--- src/rtl/online_ser_pkg.sv ---
// Shared definitions for the online input serializer.
// Holds the FSM state type, the default operand width and a helper
// for sizing the bit counter.
package online_ser_pkg;

  localparam int ONLINE_SER_DEFAULT_WIDTH = 8;

  typedef enum logic {
    IDLE  = 1'b0,
    SHIFT = 1'b1
  } serState_t;

  // Counter width for a frame of 'width' bit-cycles; never narrower than 1.
  function automatic int ctrWidth(input int width);
    return (width > 1) ? $clog2(width) : 1;
  endfunction

endpackage

--- src/rtl/online_shift_lane.sv ---
// One serializer lane: parallel-load, MSB-first shift register.
//
// Ports:
//   clock      - rising-edge clock
//   reset      - asynchronous active-high reset, clears the register
//   load       - capture loadData (takes priority over shift)
//   shift      - move the register one bit toward the MSB, zero-filling
//   loadData   - parallel operand word
//   serialOut  - current MSB of the register
module online_shift_lane
  import online_ser_pkg::*;
#(
  parameter int BIT_WIDTH = ONLINE_SER_DEFAULT_WIDTH
) (
  input  logic                 clock,
  input  logic                 reset,
  input  logic                 load,
  input  logic                 shift,
  input  logic [BIT_WIDTH-1:0] loadData,
  output logic                 serialOut
);

  logic [BIT_WIDTH-1:0] shiftReg;

  always_ff @(posedge clock or posedge reset) begin
    if (reset) begin
      shiftReg <= '0;
    end else if (load) begin
      shiftReg <= loadData;
    end else if (shift) begin
      shiftReg <= {shiftReg[BIT_WIDTH-2:0], 1'b0};
    end
  end

  assign serialOut = shiftReg[BIT_WIDTH-1];

endmodule

--- src/rtl/online_input_serializer.sv ---
// Online input serializer: accepts a parallel operand pair on a
// valid/ready handshake and emits both operands MSB-first, one bit per
// cycle, over BIT_WIDTH cycles with start / frameDone / busy framing.
//
// State | meaning
// ------+---------------------------------------------------------------
// IDLE  | no frame in flight; ready for a new pair, all outputs low
// SHIFT | emitting a frame; bitCnt is the index of the bit on the lanes
//
// Ports:
//   clock, reset              - clock and asynchronous active-high reset
//   io_in_valid/io_in_ready   - handshake for the parallel operand pair
//   io_in_data_0/1            - lane 0 / lane 1 operands
//   io_start                  - high on the MSB cycle of a frame
//   io_inputs_0/1             - serial lane bits, MSB-first
//   io_busy                   - high for every bit cycle of a frame
//   io_frameDone              - high on the LSB cycle of a frame
//
// Build option: define ONLINE_SER_PREFETCH_EN to add a one-entry holding
// register so a pair offered mid-frame starts right after the current
// frame with no idle cycle. Without it, ready is only high in IDLE.
module online_input_serializer
  import online_ser_pkg::*;
#(
  parameter int BIT_WIDTH = ONLINE_SER_DEFAULT_WIDTH
) (
  input  logic                 clock,
  input  logic                 reset,
  input  logic                 io_in_valid,
  output logic                 io_in_ready,
  input  logic [BIT_WIDTH-1:0] io_in_data_0,
  input  logic [BIT_WIDTH-1:0] io_in_data_1,
  output logic                 io_start,
  output logic                 io_inputs_0,
  output logic                 io_inputs_1,
  output logic                 io_busy,
  output logic                 io_frameDone
);

  localparam int                CNT_W    = ctrWidth(BIT_WIDTH);
  localparam logic [CNT_W-1:0] LAST_CNT = CNT_W'(BIT_WIDTH - 1);

  serState_t            state;
  serState_t            stateNext;
  logic [CNT_W-1:0]     bitCnt;
  logic [CNT_W-1:0]     bitCntNext;
  logic                 transfer;
  logic                 lastBit;
  logic                 loadShifter;
  logic                 shiftEn;
  logic [BIT_WIDTH-1:0] loadData0;
  logic [BIT_WIDTH-1:0] loadData1;
  logic                 laneBit0;
  logic                 laneBit1;

`ifdef ONLINE_SER_PREFETCH_EN
  logic                 holdFull;
  logic                 holdFullNext;
  logic                 holdCapture;
  logic [BIT_WIDTH-1:0] holdData0;
  logic [BIT_WIDTH-1:0] holdData1;
`endif

  assign lastBit = (state == SHIFT) && (bitCnt == LAST_CNT);

  // Ready is masked by reset so nothing can be accepted while it is held.
`ifdef ONLINE_SER_PREFETCH_EN
  assign io_in_ready = !holdFull && !reset;
`else
  assign io_in_ready = (state == IDLE) && !reset;
`endif

  assign transfer = io_in_valid && io_in_ready;

  always_ff @(posedge clock or posedge reset) begin
    if (reset) begin
      state  <= IDLE;
      bitCnt <= '0;
    end else begin
      state  <= stateNext;
      bitCnt <= bitCntNext;
    end
  end

  always_comb begin
    stateNext   = state;
    bitCntNext  = bitCnt;
    loadShifter = 1'b0;
    loadData0   = io_in_data_0;
    loadData1   = io_in_data_1;
`ifdef ONLINE_SER_PREFETCH_EN
    holdFullNext = holdFull;
    holdCapture  = 1'b0;
`endif
    case (state)
      IDLE: begin
        if (transfer) begin
          stateNext   = SHIFT;
          bitCntNext  = '0;
          loadShifter = 1'b1;
        end
      end
      SHIFT: begin
        if (!lastBit) begin
          bitCntNext = bitCnt + CNT_W'(1);
`ifdef ONLINE_SER_PREFETCH_EN
          // Mid-frame pairs park in the hold until this frame finishes.
          if (transfer) begin
            holdFullNext = 1'b1;
            holdCapture  = 1'b1;
          end
`endif
        end else begin
          bitCntNext = '0;
`ifdef ONLINE_SER_PREFETCH_EN
          // Last bit: chain the held pair, else a fresh pair, else stop.
          if (holdFull) begin
            loadShifter  = 1'b1;
            loadData0    = holdData0;
            loadData1    = holdData1;
            holdFullNext = 1'b0;
          end else if (transfer) begin
            loadShifter = 1'b1;
          end else begin
            stateNext = IDLE;
          end
`else
          stateNext = IDLE;
`endif
        end
      end
      default: begin
        stateNext  = IDLE;
        bitCntNext = '0;
      end
    endcase
  end

`ifdef ONLINE_SER_PREFETCH_EN
  always_ff @(posedge clock or posedge reset) begin
    if (reset) begin
      holdFull  <= 1'b0;
      holdData0 <= '0;
      holdData1 <= '0;
    end else begin
      holdFull <= holdFullNext;
      if (holdCapture) begin
        holdData0 <= io_in_data_0;
        holdData1 <= io_in_data_1;
      end
    end
  end
`endif

  assign shiftEn = (state == SHIFT) && !loadShifter;

  online_shift_lane #(.BIT_WIDTH(BIT_WIDTH)) uLane0 (
    .clock     (clock),
    .reset     (reset),
    .load      (loadShifter),
    .shift     (shiftEn),
    .loadData  (loadData0),
    .serialOut (laneBit0)
  );

  online_shift_lane #(.BIT_WIDTH(BIT_WIDTH)) uLane1 (
    .clock     (clock),
    .reset     (reset),
    .load      (loadShifter),
    .shift     (shiftEn),
    .loadData  (loadData1),
    .serialOut (laneBit1)
  );

  assign io_busy      = (state == SHIFT);
  assign io_start     = io_busy && (bitCnt == '0);
  assign io_frameDone = lastBit;
  assign io_inputs_0  = io_busy && laneBit0;
  assign io_inputs_1  = io_busy && laneBit1;

endmodule
--- config.mk ---
export PLATFORM = sky130hd
export DESIGN_NAME = online_input_serializer
export DESIGN_NICKNAME = d
export VERILOG_FILES = /design/src/rtl/online_ser_pkg.sv /design/src/rtl/online_shift_lane.sv /design/src/rtl/online_input_serializer.sv
export SDC_FILE = /design/constraint.sdc
export NUM_CORES = 1
export LEC_CHECK = 0
export ABC_AREA = 1
export CAP_MARGIN = 20
export CORE_MARGIN = 2
export CORE_UTILIZATION = 43
export DETAILED_ROUTE_END_ITERATION = 10
export GPL_TIMING_DRIVEN = 1
export PLACE_DENSITY = 0.74
export SETUP_SLACK_MARGIN = 0.1
export SYNTH_ARGS = -nofsm -noshare
export SYNTH_HDL_FRONTEND = slang
export SYNTH_HIERARCHICAL = 1
export SYNTH_SLANG_ARGS = --single-unit
--- constraint.sdc ---
create_clock -name clock -period 1.4 [get_ports clock]
set_clock_uncertainty 0.1 [all_clocks]
set_input_delay 0.14 -clock clock [delete_from_list [all_inputs] [get_ports clock]]
set_output_delay 0.14 -clock clock [all_outputs]
set_load 0.005 [all_outputs]
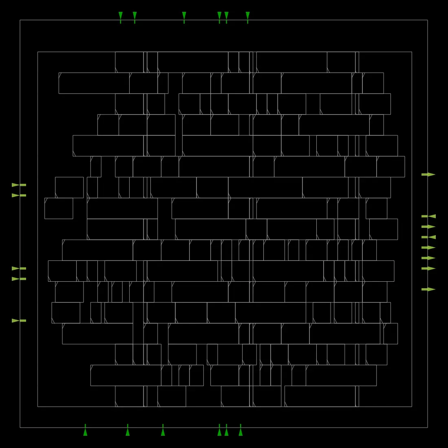
(run_1/final_placement.png)
number of cells in the finished layout apart from fillers: 191
flop count: 20
TAP cells: 28
Core Area: 2250 µm²
utilization after layout: 73.8%

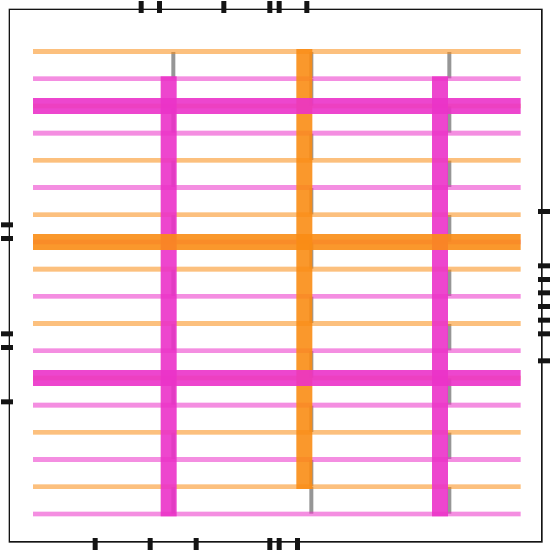
(run_1/pdn.png)
Drawn at 10 px/µm. Pins as bars on the die edge. Tap cells in grey.
| colour | net |
|---|---|
| magenta | VSS |
| orange | VDD |
signal pins: 25
tap cells: 28
met5 straps: 3
rows: 17
met4 straps: 3
Horiz. Die Dim: 53.1 µm
maximum ir drop on the vdd rail: 0.951 mV
die extent in y: 53.1 µm

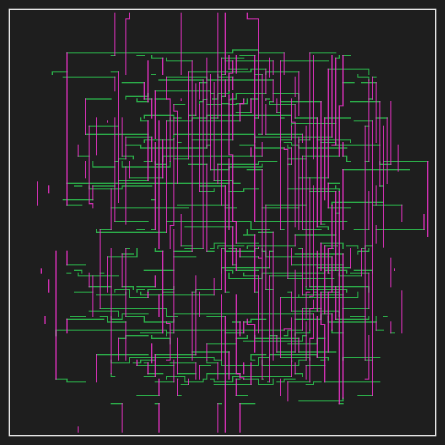
(run_1/metal_stack.png)
Drawn at 8 px/µm. Only two layers are drawn.
| colour | layer | wire length |
|---|---|---|
| green | met1 | 1140 µm |
| magenta | met2 | 1490 µm |
final WL: 2.77 mm
all-layer global routing usage: 19.6%
per-cell routed wire length: 14.5 µm
via count: 972

[run 1: worst max-delay path, stage by stage (launching register included)]
cell and delay (ns):
dfrtp_1 0.40, buf_6 0.13, ha_4 0.15, ha_4 0.16
nand2_2 0.06, inv_2 0.03, buf_6 0.10
[run 1: layer usage]
| metal | share of wire [%] | global-route usage (%) | routed length, µm | up-vias |
|---|---|---|---|---|
| li1 | - | - | - | 470 |
| met1 | 41 | 22.1 | 1140 | 463 |
| met2 | 54 | 36.0 | 1480 | 32 |
| met3 | 3.6 | 1.69 | 99 | 7 |
| met4 | 1.9 | 10.3 | 52 | 0 |
| met5 | 0 | 0 | 0 | - |
[run 1: state kept, by name, indices dropped and copies added, names as in the netlist]
name,cells
uLane0/shiftReg,8
uLane1/shiftReg,8
bitCnt,3
io_busy,1
[run 1: cell families (layout without fill, tap and decap cells)]
group | Yosys count | count (layout) | share of synthesized area [%]
and+or+nand+nor | 82 | 82 | 37.2
DFF | 20 | 20 | 48.3
buffers and inverters | 18 | 57 | 9.41
adders and majority gates | 3 | 3 | 3.62
AOI/OAI and AO/OA | 1 | 1 | 1.57
[run 1: worst paths after layout]
path / startpoint / to / slack [ns]
setup / recovery: bitCnt[0] / io_frameDone / -0.17
hold / removal: reset / io_busy / 0.13
setup reg to reg: io_busy / uLane1/shiftReg[3] / -0.07
hold reg to reg: uLane0/shiftReg[2] / uLane0/shiftReg[2] / 0.40
max in group asynchronous: reset / uLane1/shiftReg[4] / 0.73
min in group clock: io_in_data_1[0] / uLane1/shiftReg[0] / 0.26
[run 1: what timing repair did]
item | 4_1_cts | 5_1_grt
setup endpoints to repair | 22 | 24
resized | 46 | 36
buffers inserted | 10 | 2
pin swaps | 9 | 14
hold endpoints to repair | 0 | 0
hold buffers | 0 | 0
[run 1: final cells by class]
cell class,instances,area share [%]
inverters,12,4.21
repair buffers,42,23.6
clock buffers,3,1.35
well taps,28,2.11
flip-flops and latches,20,30.2
multi-input cells,86,38.6
[run 1: cell usage in the layout, fill, tap and decap left out, drive strengths merged]
cell type / Yosys / routed
a21oi: 1 / 1
buf: 5 / 22
clkbuf: 1 / 4
clkdlybuf4s50: 0 / 18
clkinv: 0 / 1
dfrtp: 20 / 20
dlygate4sd2: 0 / 1
ha: 3 / 3
inv: 12 / 11
nand2: 48 / 48
nand3: 30 / 30
nor2: 4 / 4
[run 1: report_power, final]
group	total (mW)	switching (mW)	internal, mW
sequential	1.01	0.210	0.797
combinational	1.53	0.792	0.735
clock	0.269	0.169	0.100
==> commit_impl_results.txt, run 1 <==
Refresh implementation metrics

- Of the cells placed in the final design, the portion with a size suffix greater than 1 is 49.1%.
- For this run, design rule violations remaining after detail routing come to 0.
- The final power report lists total power as 2.80 mW.
- Dividing the synthesized area by the synthesized cell count gives 8.36 µm².
- The final reports fail on negative setup slack.
- Cell Area, Placed: 1330 µm²
- Violation count after the first detailed-route iteration: 29
- The first global-routing pass estimated 3.92 mm of wire.
* Number of rows in the core area: 17
- In this run the number of H-tree levels came out at 1.
- Top-level I/O count: 25
* Fin Setup TNS: -0.898 ns
- The share of the core area taken by cells at floorplan is 46.0%.
- The tightest min-delay check is of the input port to async pin type.
* Final net count: 187
- Checking max transition, the worst relative margin is 76.6%.
* Final-report setup violation count: 18
- Classification of the worst setup path: flip-flop to primary output
- Quantity of I/O buffers inserted on ports: 24
- The initial antenna violation count is 0.
- Post-layout min period: 1.57 ns
- Setup repair after global routing could not meet its margin everywhere.
- Hold-check failures listed in the final report amount to 0.
* FF+latch area: 502 µm²
- Number of unique standard cell types used by synthesis: 13
- Synth Flop Type: dfrtp_1
- The arrival time of data at the worst endpoint is listed as 1.33 ns.
- TritonCTS built the clock tree.
- Counting every instance in the synthesized netlist gives 124.
- The synthesized netlist occupies a cell area of 1040 µm².
* Cell types with the highest counts after synthesis: 48 x nand2_1, 30 x nand3_1, 20 x dfrtp_1
- Hold is met by 0.134 ns.
- OpenROAD reports that the post-layout worst path occupies 112% of the period.
- Worst setup slack before clock tree synthesis: -0.141 ns
* Maximum number of buffers from clock root to sink: 2
- Chip area line of the yosys report: 1040 µm²
* Area delta synth->final: 60.4%
- Summing the sequential cell areas from Yosys gives 48.3% of the chip area.
- Final Wtd Congestion: 0.769
- Post-synth ARST share: 100%
- Clock latency of the later-clocked register in the worst-skew pair: 0.30 ns
- Measured in cells, the most critical reg-to-reg path has a length of 8.
* Number of instances in the placed design: 177
- Number of antenna repair diodes: 0
* Post-detailed-placement half-perimeter wirelength: 1.46 mm
- Number of max-cap violations: 0
* Flip-flop and latch count after synthesis: 20
* Worst Slack Setup Final: -0.168 ns
* ANT nets after route: 0
- Yosys cell count: 124
* Library cell with the largest summed area after synthesis: dfrtp_1
- Per the layout area report, the combinational gate area comes to 642 µm².
- Pwr Density: 1680 nW/µm²
* Final Max-Slew Violation Tally: 0
* Worst Max-Slew Pin Slew: 0.351 ns
- The synthesis log from Yosys contains 6 warnings.
- The synthesized design contains 0 enable-type register cells.
- Chip area: 2820 µm²
- CTS Root Buffer Type: clkbuf_4
- Total overflow reported by the global router: 0
- Entering global routing, the biggest net connects 14 pins.
- The clock tree has to reach 20 sinks.
- Top area cells in the synthesized netlist: dfrtp_1 48%, nand2_1 17%, nand3_1 14%, nor2_8 3.9%, ha_1 3.6%
- Number of fill cells in the layout: 159
* Largest fanout on the critical path: 2
* CP endpoint kind: primary output
* Final design instance area without fill: 1660 µm²
- Vias in the first global route: 929
* Kind of start point of the critical path: flip-flop
* Router iterations before antenna repair: 4
- Number of nets produced by synthesis: 146
- The run finished, with violations left.
- The required time at the worst endpoint is listed as 1.16 ns.
* Log Warnings: 29
- The registers of the reported paths see a clock transition of 0.11 ns.
* Post-synthesis cell type with the largest instance count: nand2_1
- Avg Vias per Cell: 5.09
- Derived from the worst setup path, the maximum achievable clock frequency is 0.638 GHz.
- Leakage component of the power: 0.827 nW
- Fraction of synthesized cell area taken by the top area cell type: 48.3%
- CTS added clock buffers totalling 3.
## Run 2: what changed since run 1
Settings changed: CELL_PAD_IN_SITES_DETAIL_PLACEMENT set to 0, CELL_PAD_IN_SITES_GLOBAL_PLACEMENT set to 1, CORE_UTILIZATION 43 to 32, PLACE_DENSITY 0.74 to unset, PLACE_DENSITY_LB_ADDON set to 0.1, SETUP_SLACK_MARGIN 0.1 to unset.
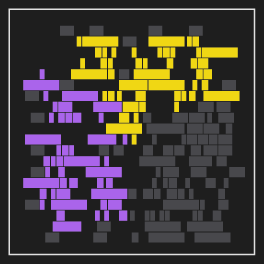
(run_2/hierarchy.png)
Drawn at 4 px/µm.
| colour | instance | cells |
|---|---|---|
| yellow | uLane1 | 46 |
| purple | uLane0 | 44 |
number of cells in the finished layout apart from fillers: 211
utilization after layout: 51.6%

==> commit_impl_results.txt, run 2 <==
Refresh implementation metrics

- Crit. Startpoint: bitCnt[0]
- Cell area after synthesis: 1040 µm²
- According to the Yosys statistics, the synthesized design has a chip area of 1040 µm².
* Pwr Density: 1630 nW/µm²
- Class of the tightest hold or removal check: input port to async pin
- Classification of the worst setup path: flip-flop to primary output
* TritonCTS Buffers: 3
- Per the cell usage report, the commonest logic cells after layout are 39 x nand2_1, 27 x nand3_1, 19 x dfrtp_1.
- The synthesized instance count is 124.
- Core Area: 3080 µm²
- Endpoints failing hold in the final report were tallied at 0.
- Largest net degree at the start of global routing: 11
- Clock tree synthesis selected as its root buffer the cell clkbuf_4.
- Maximum ir drop on the vdd rail: 0.721 mV
- Router iterations before antenna repair: 4
- For this run, the top clock speed supported by timing is 0.643 GHz.
- Ranked by total cell area, the synthesized netlist is headed by dfrtp_1 48%, nand2_1 17%, nand3_1 14%, nor2_8 3.9%, ha_1 3.6%.
- The report puts the hold buffer count at CTS at 0.
- The detail route stage leaves a number of antenna-violating nets equal to 0.
* Slew Limit Headroom: 77.5%
- Number of antenna repair diodes: 0
* Leakage component of the power: 0.791 nW
* All-layer global routing usage: 14.0%
- At the worst endpoint, the arrival time is 1.32 ns.
- Per-cell routed wire length: 10.5 µm
- Clock Sink Count: 20
- Number of max-cap violations: 0
- The detailed placer reported the number of placed instances as 198.
- Number of rows in the core area: 20
- Worst Slack Setup Final: -0.155 ns
- Cycle use final: 111%
- Quantity of I/O buffers inserted on ports: 24
- Fraction of layout cells with a size suffix above 1: 35.3%
- For this run the aggregate overflow at the end of global routing stands at 0.
* Most common logic cell in the routed design: nand2_1
- Yosys cell count: 124
- Area delta synth->final: 53.2%
- After its last routability iteration, the placer logged a weighted congestion of 0.740.
* Library cell with the largest summed area after synthesis: dfrtp_1
- Once iteration 0 of detailed routing completed, the report listed 27 DRC markers.
* Largest regs: uLane0/shiftReg (8), uLane1/shiftReg (8), bitCnt (3)
- First-pass GRT wire length: 3.80 mm
* Final net count: 191
- 25 I/O pins were placed.
- In this run the number of H-tree levels came out at 1.
* Final Max-Slew Violation Tally: 0
- Post-detailed-placement half-perimeter wirelength: 1.61 mm
* RSZ-0062 raised after global routing: yes
- CTS tree: done
- The tightest hold path in the finished design has a slack of 0.215 ns.
- Antenna violations before repair: 0
- Avg Vias per Cell: 4.37
- Total power after layout: 2.59 mW
- Subtracting the final worst setup slack from the clock period gives 1.56 ns.
- STA lists the startpoint of the worst register-to-register path as bitCnt[0].
- The final timing report counts setup violations totalling 4.
- Worst Max-Slew Pin Slew: 0.336 ns
- Synth Flop Type: dfrtp_1
* Post-synth ARST share: 100%
* Cell types with the highest counts after synthesis: 48 x nand2_1, 30 x nand3_1, 20 x dfrtp_1
- Sequential elements use 48.3% of the synthesized area.
- Syn_area_per_cell: 8.36 µm²
- According to the floorplan report, the die width is 60.9 µm.
* Violated checks: negative setup slack
- The run finished, with violations left.
* Worst path required time: 1.16 ns
- Number of unique standard cell types used by synthesis: 13
- Yosys reported a register bit count of 20.
- Prior to clock tree synthesis, the placed netlist has a worst setup slack of -0.169 ns.
- Post-synthesis cell type with the largest instance count: nand2_1
- Clock latency on the worst-skew pair, taken at its later pin, is 0.29 ns.
- DRC viols: 0
- Vias in the first global route: 887
- The worst setup path is captured at a primary output.
- Measured along the y axis, the die boundary spans 60.9 µm.
* Starting density of the core: 33.7%
* Clock-pin slew on the worst setup and hold paths: 0.11 ns
- Synthesis produced a netlist with a net count of 146.
- The critical path maximum fanout is 2.
- Count of library flops with an enable pin: 0
- The synthesis log from Yosys contains 6 warnings.
- Maximum number of buffers from clock root to sink: 2
- The share of synthesized area in the top cell type comes to 48.3%.
* Kind of start point of the critical path: flip-flop
- The chip occupies 3710 µm².
- Number of fill cells in the layout: 324
- Log Warnings: 29
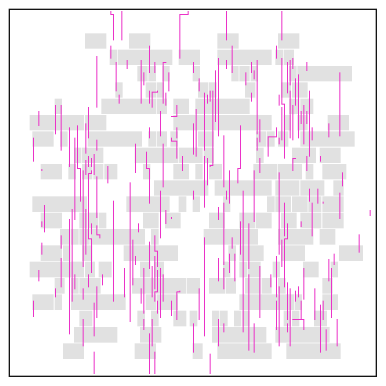
(run_2/met2.png)
Drawn at 6 px/µm.
main direction: vertical
share of all routed wire: 45%
wire length on this layer: 1000 µm
longest straight run: 23.5 µm
via count: 923
final WL: 2.22 mm
met2 Track Usage GR: 23.0%

## run 2: metal layers
| metal | vias to the layer above | global-route usage, % | routed length (µm) |
|---|---|---|---|
| li1 | 478 | - | - |
| met1 | 423 | 17.7 | 1060 |
| met2 | 18 | 23.0 | 999 |
| met3 | 4 | 2.77 | 115 |
| met4 | 0 | 6.52 | 39 |
| met5 | - | 0 | 0 |
## run 2: repair_timing
| action | in CTS | in global routing |
|---|---|---|
| pin swaps | 1 | 7 |
| gates cloned | 0 | 0 |
| resized | 40 | 16 |
| buffers inserted | 8 | 4 |
| setup endpoints to repair | 22 | 21 |
## run 2: critical path, stage by stage, from the launching register on
cell and delay, ns:
dfrtp_1 0.41, buf_6 0.13, ha_4 0.15, ha_4 0.15, nand2_2 0.05, inv_2 0.03, buf_6 0.10
## run 2: area by class of cell
type | instances | area (µm²) | share of cell area (%)
Multi-Input combinational cell | 86 | 519 | 32.7
Sequential cell | 20 | 502 | 31.6
Timing Repair Buffer | 46 | 440 | 27.7
Tap cell | 44 | 55.1 | 3.46
Inverter | 12 | 50.0 | 3.15
Clock buffer | 3 | 22.5 | 1.42
## run 2: cell families (layout without fill, tap and decap cells)
group	count (synthesis)	count (layout)	share of synthesized area, %
compound gates	1	1	1.57
fa+ha+maj	3	3	3.62
buf+inv	18	61	9.41
flops	20	20	48.3
simple gates	82	82	37.2
## run 2: power by group
part           total, mW  internal, mW  switching [mW]
Sequential         0.955         0.796           0.158
Combinational       1.36         0.722           0.642
Clock              0.269         0.100           0.169
Total               2.59          1.62           0.970
## run 2: worst paths after layout
| path | slack, ns | depth (start not counted) | endpoint |
|---|---|---|---|
| min reg2reg | 0.38 | 2 | uLane1/shiftReg[0] |
| min | 0.22 | 3 | uLane1/shiftReg[2] |
| min in group clock | 0.28 | 3 | uLane1/shiftReg[0] |
| max | -0.16 | 6 | io_frameDone |
| max in group asynchronous | 0.74 | 3 | uLane0/shiftReg[1] |
| max reg2reg | -0.01 | 8 | bitCnt[2] |
## run 2: through the flow
| step | instance area, µm² | setup TNS [ns] |
|---|---|---|
| after floorplan | 1040 | 0 |
| after global placement | 1380 | -2.46 |
| after detailed placement | 1380 | -2.86 |
| after CTS | 1520 | -0.400 |
| after global routing | 1590 | -0.760 |
| final | 1590 | -0.271 |
Power is estimated from default activity; no workload was simulated.
